==> config.mk <==
export PLATFORM = sky130hd
export DESIGN_NAME = mem_port_arbiter
export DESIGN_NICKNAME = d
export VERILOG_FILES = /design/src/rtl/mem_port_arbiter.sv
export SDC_FILE = /design/constraint.sdc
export NUM_CORES = 1
export LEC_CHECK = 0
export CAP_MARGIN = 0
export CORE_AREA = 3 3 105 107
export DETAILED_ROUTE_END_ITERATION = 8
export DIE_AREA = 0 0 108 110
export PLACE_DENSITY = 0.79
export SKIP_LAST_GASP = 1
export SLEW_MARGIN = 0
export SYNTH_ARGS = -nofsm -noshare
export SYNTH_HDL_FRONTEND = slang
export SYNTH_SLANG_ARGS = --single-unit
==> constraint.sdc <==
create_clock -name clk -period 1.6 [get_ports clk]
set_clock_uncertainty 0.05 [all_clocks]
set_input_delay 0.24 -clock clk [delete_from_list [all_inputs] [get_ports clk]]
set_output_delay 0.24 -clock clk [all_outputs]
set_load 0.01 [all_outputs]
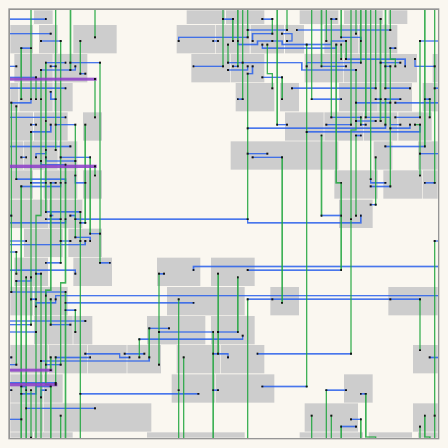
(images/closeup.png)
Region (7, 62) to (47, 102) um. Cells in gray, sequential cells in the stronger gray; small squares are vias.
Key: green = M2; purple = M3; blue = M1
Sequential cells in the window: 0. Most frequent: clkdlybuf4s50_1 (22), a22o_1 (20), buf_2 (11). 72 logic cells have their middle in the window.

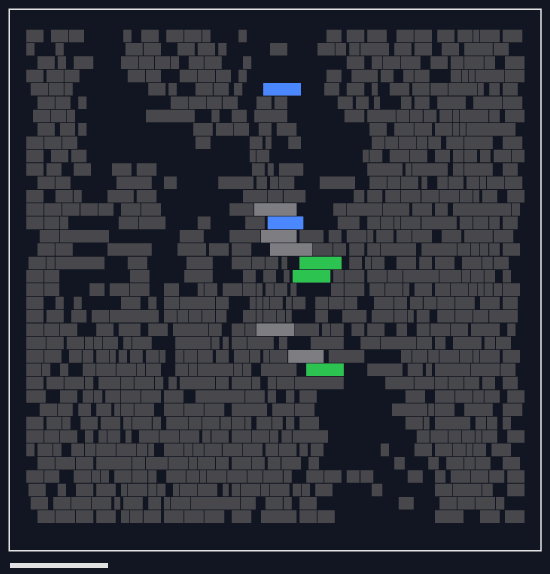
(images/ff_map.png)
The bar under the picture is 20 um long. Other sequential cells in the stronger gray, the rest of the logic in the fainter gray.
Key: blue = `starve_cnt` [placed flops 2]; green = `rsp_op` [placed flops 3]
Reg area: 216.5 um2
Seq area share: 3.014%
Core Util, Final: 70.20%
Seq group: 280 uW

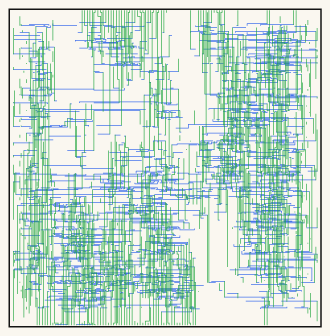
(images/layers.png)
Only two layers are drawn.
Key: green = M2 [wire length 8,680 um]; blue = M1 [wire length 5,540 um]
DR vias: 4,414
GRT Total Usage: 25.33%

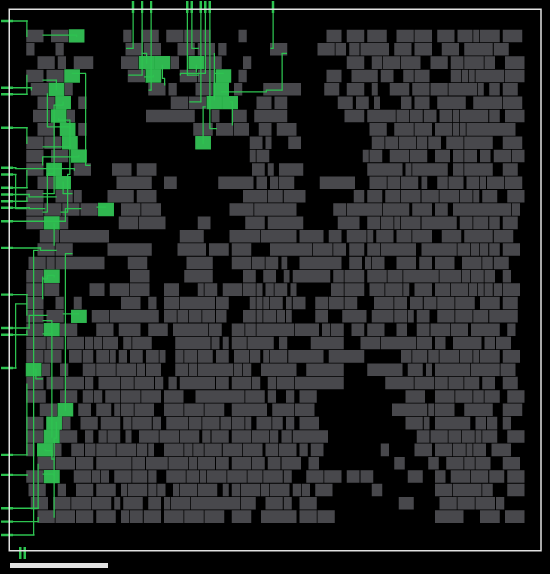
(images/port_trees.png)
The bar under the picture is 20 um long.
Key: green = `if_req_addr` [direction input, end cells 30, buffers 30, wire 667 um]
I/O pin cnt: 273
tally of buffers added on design ports: 268

==> qor.txt <==
final hold slack = 0.3989 ns
die width = 108 um
Peak VDD IR = 0.1951 mV
core box area = 10,230 um2
Fin. Hold Viols = 0
Placed Cells = 816
vias in the first global route = 4,711
first-pass GRT wire length = 23,960 um
antenna viol nets, final = 0
number of cells on the worst hold path = 4
critical path's slowest cell = or4_4
leading area contributor after synthesis = a22o_1
Setup TNS = -42.21 ns
Top area cell types = a22o_1, a21oi_1, and2_1
gpl congestion = 0.9051
critical path type = flop to output port
Yosys Instances = 363
P_leak = 3.160 nW
synthesized netlist cell count = 363
OpenROAD warning count = 31
area post-placement = 6163 um2
Tcrit/Tclk final = 139.6%
cts bufs inserted = 3
grt ovf = 0
clk latency late pin = 0.23 ns
failing checks = setup timing
Commonest Layout Cell = clkdlybuf4s50_1
fin crit period = 2.234 ns
clock share of power = 10.1%
Comb power frac = 78.8%
HPWL Detailed = 11,490 um
CTS tree = done
maximum clock path buffer count = 2
Top Layout Cells = clkdlybuf4s50_1, buf_4, buf_6
post-synth cell types = 45
Nets = 876
Total Power = 2.514 mW
Die Height = 110 um
Switching Fraction = 38.33%
RSZ-0062 raised after global routing = yes
area grow syn2layout = 200.1%
Max Slew Vio Count = 0
FP Core Util = 23.39%
final worst slack = -0.6342 ns
Worst Path Arrival = 1.94 ns
Reg2Reg Depth = 5
critical path's largest stage delay = 0.63 ns
die footprint = 11,880 um2
initial antenna violation count = 0
DR DRC count = 0
count of final setup violators = 101
FF+latch count, synth = 10
sequential share of the synthesized area = 8.364%
fmax = 447.6 MHz
Sw Pwr = 963.4 uW
sequential share of power = 11.1%
max reg flops = 3
top cells by count = nand2_1, a21oi_1, nor2_1
Critical Path RT = 1.31 ns
cell with the most instances after synthesis = nand2_1
clk sink count = 10
yosys synthesis chip area = 2394 um2
wire per inst = 18.69 um
status = complete, but fails checks
DRT Wirelength = 16,330 um
Starting DRT DRC Count = 224
TritonRoute pass-1 iters = 4
nature of the critical path endpoint = output port
power per cell area = 350.0 nW/um2
pin count of the biggest net entering global routing = 41
CP max FO = 6
Most common reg cell = dfxtp_1
worst reg-to-reg setup slack = 0.29 ns
## cells by family (layout without fill, tap and decap cells)
family / after synthesis / count (layout) / synth area share [%]
muxes: 18 / 18 / 7.788
adders and majority gates: 1 / 1 / 0.5227
buffers and inverters: 45 / 419 / 8.886
AOI/OAI and AO/OA: 137 / 137 / 42.50
and+or+nand+nor: 146 / 146 / 29.95
DFF: 10 / 10 / 8.364
xor gates and xnor gates: 5 / 5 / 1.830
other: 1 / 2 / 0.1567
## critical path: cells and delay by family, from the launching register on
| kind | cells | cell delay [ns] |
|---|---|---|
| mux | 1 | 0.23 |
| simple gates | 2 | 0.67 |
| buf+inv | 2 | 0.30 |
| compound gates | 1 | 0.14 |
| flops | 1 | 0.36 |
## power by group through the flow
stage	sequential, mW	combinational (mW)	clock [mW]
floorplan	0.275	0.716	0
global placement	0.283	1.63	0
detailed placement	0.284	1.65	0
CTS	0.282	1.87	0.259
global route	0.281	2.09	0.269
finish	0.280	1.98	0.253
## cell type report
cell class | count | area, um2
Clock buffer | 3 | 41.29
Fill cell | 739 | 3049
Inverter | 4 | 16.27
Multi-Input combinational cell | 309 | 2689
Sequential cell | 10 | 216.5
Tap cell | 136 | 170.2
Timing Repair Buffer | 412 | 4049
## metal layers
layer	part of all wire (%)	global-route usage [%]	vias up
met5	0	0	-
met4	5.0	13.44	0
met3	8.0	4.834	62
met2	53	48.49	271
met1	34	25.99	2019
li1	-	-	2062
## repair_timing
action / CTS / global route
pin swaps: 47 / 26
resized: 584 / 99
setup buffers: 39 / 15
endpoints found under the setup margin: 135 / 111
cloned: 11 / 0
hold buffers: 0 / 0
endpoints found under the hold margin: 0 / 0
Power and IR drop assume default switching activity.
